==> config.mk <==
export PLATFORM = sky130hd
export DESIGN_NAME = vedic_mac_accumulator
export DESIGN_NICKNAME = d
export VERILOG_FILES = /design/src/rtl/vedic_mac_accumulator.sv
export SDC_FILE = /design/constraint.sdc
export NUM_CORES = 1
export LEC_CHECK = 0
export ABC_AREA = 1
export CAP_MARGIN = 15
export CORE_MARGIN = 2
export CORE_UTILIZATION = 56
export DETAILED_ROUTE_END_ITERATION = 7
export PLACE_DENSITY = 0.84
export SLEW_MARGIN = 20
export SYNTH_ARGS = -nofsm -noshare
export SYNTH_HDL_FRONTEND = slang
export SYNTH_SLANG_ARGS = --single-unit
==> constraint.sdc <==
create_clock -name clk -period 2.63 [get_ports clk]
set_input_delay 0.526 -clock clk [delete_from_list [all_inputs] [get_ports clk]]
set_output_delay 0.526 -clock clk [all_outputs]
set_load 0.02 [all_outputs]
Routed clock nets over the placement:
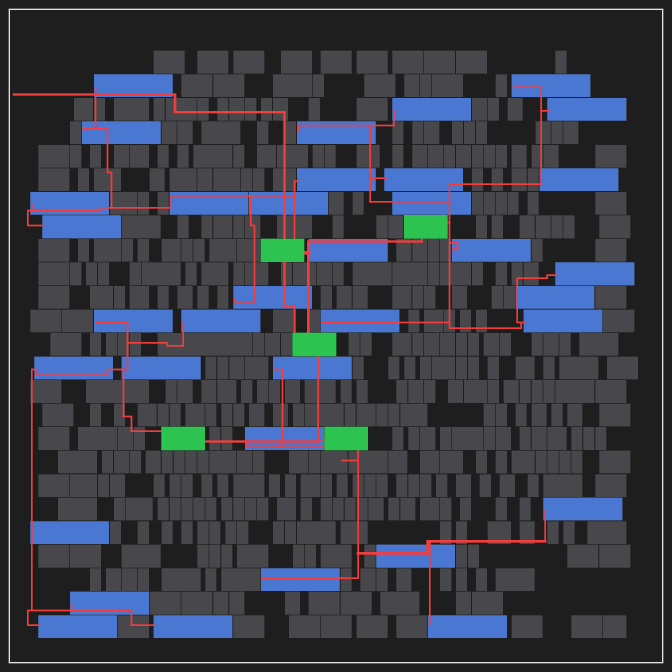
[clock-net drivers] green | count: 5
[flip-flops] blue | count: 35
[clock wires] red | length: 507 um
flops lie	spread over the die
clock network power: 0.000499 W
Setup Skew: 0.00786 ns
clock power share: 12.5%
clk ins delay skew pair: 0.29 ns

Sizing map:
Bar = 20 um.
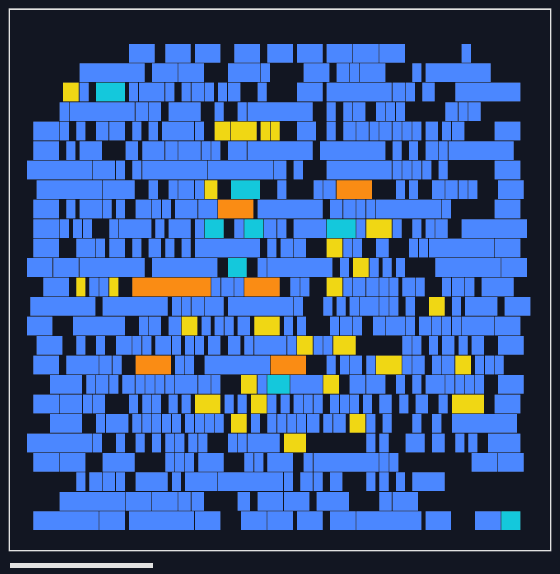
size	color	cells	share	most used
x2	yellow	27	5.6%	nand2_2
x3 and x4	cyan	8	1.7%	buf_4
x6 and larger	orange	6	1.2%	clkbuf_8
x1 and smaller	blue	441	91%	nand2_1
non-clock buffer count: 61
worst setup margin: 0.395 ns

I/O pins on the die edge:
Pins as bars across the die edge, other pins in gray.
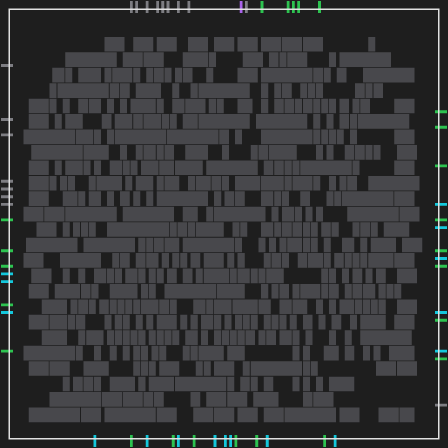
port	color	pins	direction	edge
prod	cyan	16	input	8 south, 5 east, 3 west
prod_ovf	purple	1	input	north
acc_out	green	24	output	8 east, 6 south, 5 west, 5 north
all pins by edge	15 west, 15 north, 14 south, 14 east
die extent in y: 75.4 um
I/O Buffers: 57
DIE WIDTH: 75.4 um

Clock wiring as the flow saved it:
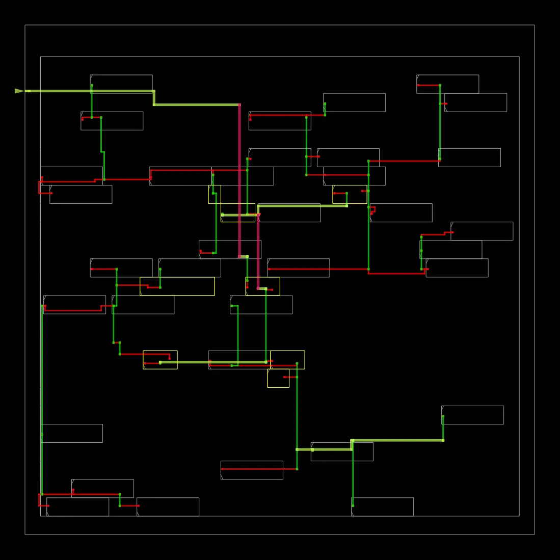
TritonCTS Buffers: 5
flip-flops: 35

Cells colored by class:
Bar = 20 um.
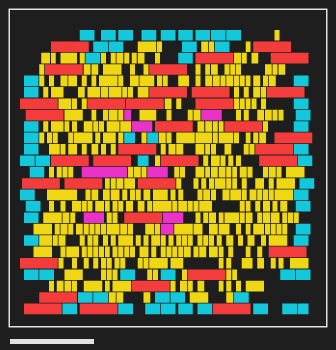
class	color	cells	share of their area
remaining logic cells	yellow	378	55%
registers	red	35	25%
clock drivers and dummy loads	magenta	8	3.2%
remaining buffers and delay cells	cyan	61	17%
Row Count: 25
Core Footprint: 4820 um2
fin util: 74.5%
fraction of area in registers: 24.4%
fin area: 3590 um2

==> impl_metrics.ini <==
; synthesis and place-and-route metrics
[placed_design]
dpl_worst_slack_ns = 0.104

[timing]
finalCriticalPeriod_ns = 2.24
setup_viol = 0
whs_ns = 0.513
worst_slew_pin_slew_ns = 0.470

[run_status]
outcome = finished clean

[setup_path]
cp.arrival_ns = 2.42
setup.worst_path.class = primary input to flip-flop

[global_routing]
grt_usage_pct = 27.4
grt_pass1_vias = 2652

[logic_synthesis]
async_flop_share_pct = 100
seq_area_frac_synth_pct = 30.7
top_cell = nand2_1
edf_count = 0
ys_seq_elements = 35
synth_top_area_share_pct = 30.7

[power]
ir_worst_vdd_mv = 0.828
leakage_nw = 1.83

[clock_network]
post_cts_buffers = 0

[detailed_routing]
ant_nets = 0
drt_first_iter_violations = 250

[layout]
logic_area_um2 = 1730
nets = 533

[floorplanning]
fp-utilization_pct = 59.2
kinds of logic (layout without fill, tap and decap cells):
family	count (synthesis)	after routing	synth area share, %
AND-OR/OR-AND	52	52	10.5
XOR/XNOR	6	6	1.84
AND/OR/NAND/NOR	247	247	38.2
adder cells (fa/ha/maj)	22	22	9.91
flip-flops	35	35	30.7
buffers and inverters	58	120	8.86
cell type report:
type	count	share of cell area, %
Tap cell	67	2.34
Multi-Input combinational cell	327	48.1
Clock buffer	5	1.92
Timing Repair Buffer	61	16.7
Sequential cell	35	24.4
Inverter	51	5.33
Clock inverter	3	1.22
per-layer routing:
| metal | part of all wire (%) | wire length, um | vias up | GRT usage (%) |
|---|---|---|---|---|
| li1 | - | - | 1467 | - |
| met1 | 44 | 3220 | 1364 | 35.7 |
| met2 | 48 | 3520 | 107 | 46.8 |
| met3 | 6.0 | 439 | 11 | 4.89 |
| met4 | 1.5 | 106 | 0 | 8.19 |
| met5 | 0 | 0 | - | 0 |
critical path, cell delays in order:
cell             delay (ns)
clkdlybuf4s50_1        0.46
ha_1                   0.19
inv_1                  0.06
fa_1                   0.35
inv_1                  0.10
nand2_1                0.07
nand2_1                0.07
and2_1                 0.16
nand2_1                0.06
nand2_1                0.09
nand2_1                0.07
nand2_1                0.06
nand2_1                0.05
nand3_1                0.06
nand2_1                0.04
report_power, final:
part,switching (W),internal [W],total (W)
sequential,0.000203,0.000757,0.000960
clock,0.000216,0.000282,0.000499
combinational,0.00153,0.000998,0.00253
total,0.00195,0.00204,0.00399
through the flow:
step                      std cells  instance area [um2]  utilization (%)  total power, W
final                           549                 3590             74.5         0.00399
after global routing            549                 3590             74.5         0.00433
after CTS                       549                 3590             74.5         0.00397
after detailed placement        541                 3480             72.2         0.00344
after global placement          541                 3480             72.2         0.00339
after floorplan                 420                 2850                -         0.00269
Power is estimated from default activity; no workload was simulated.
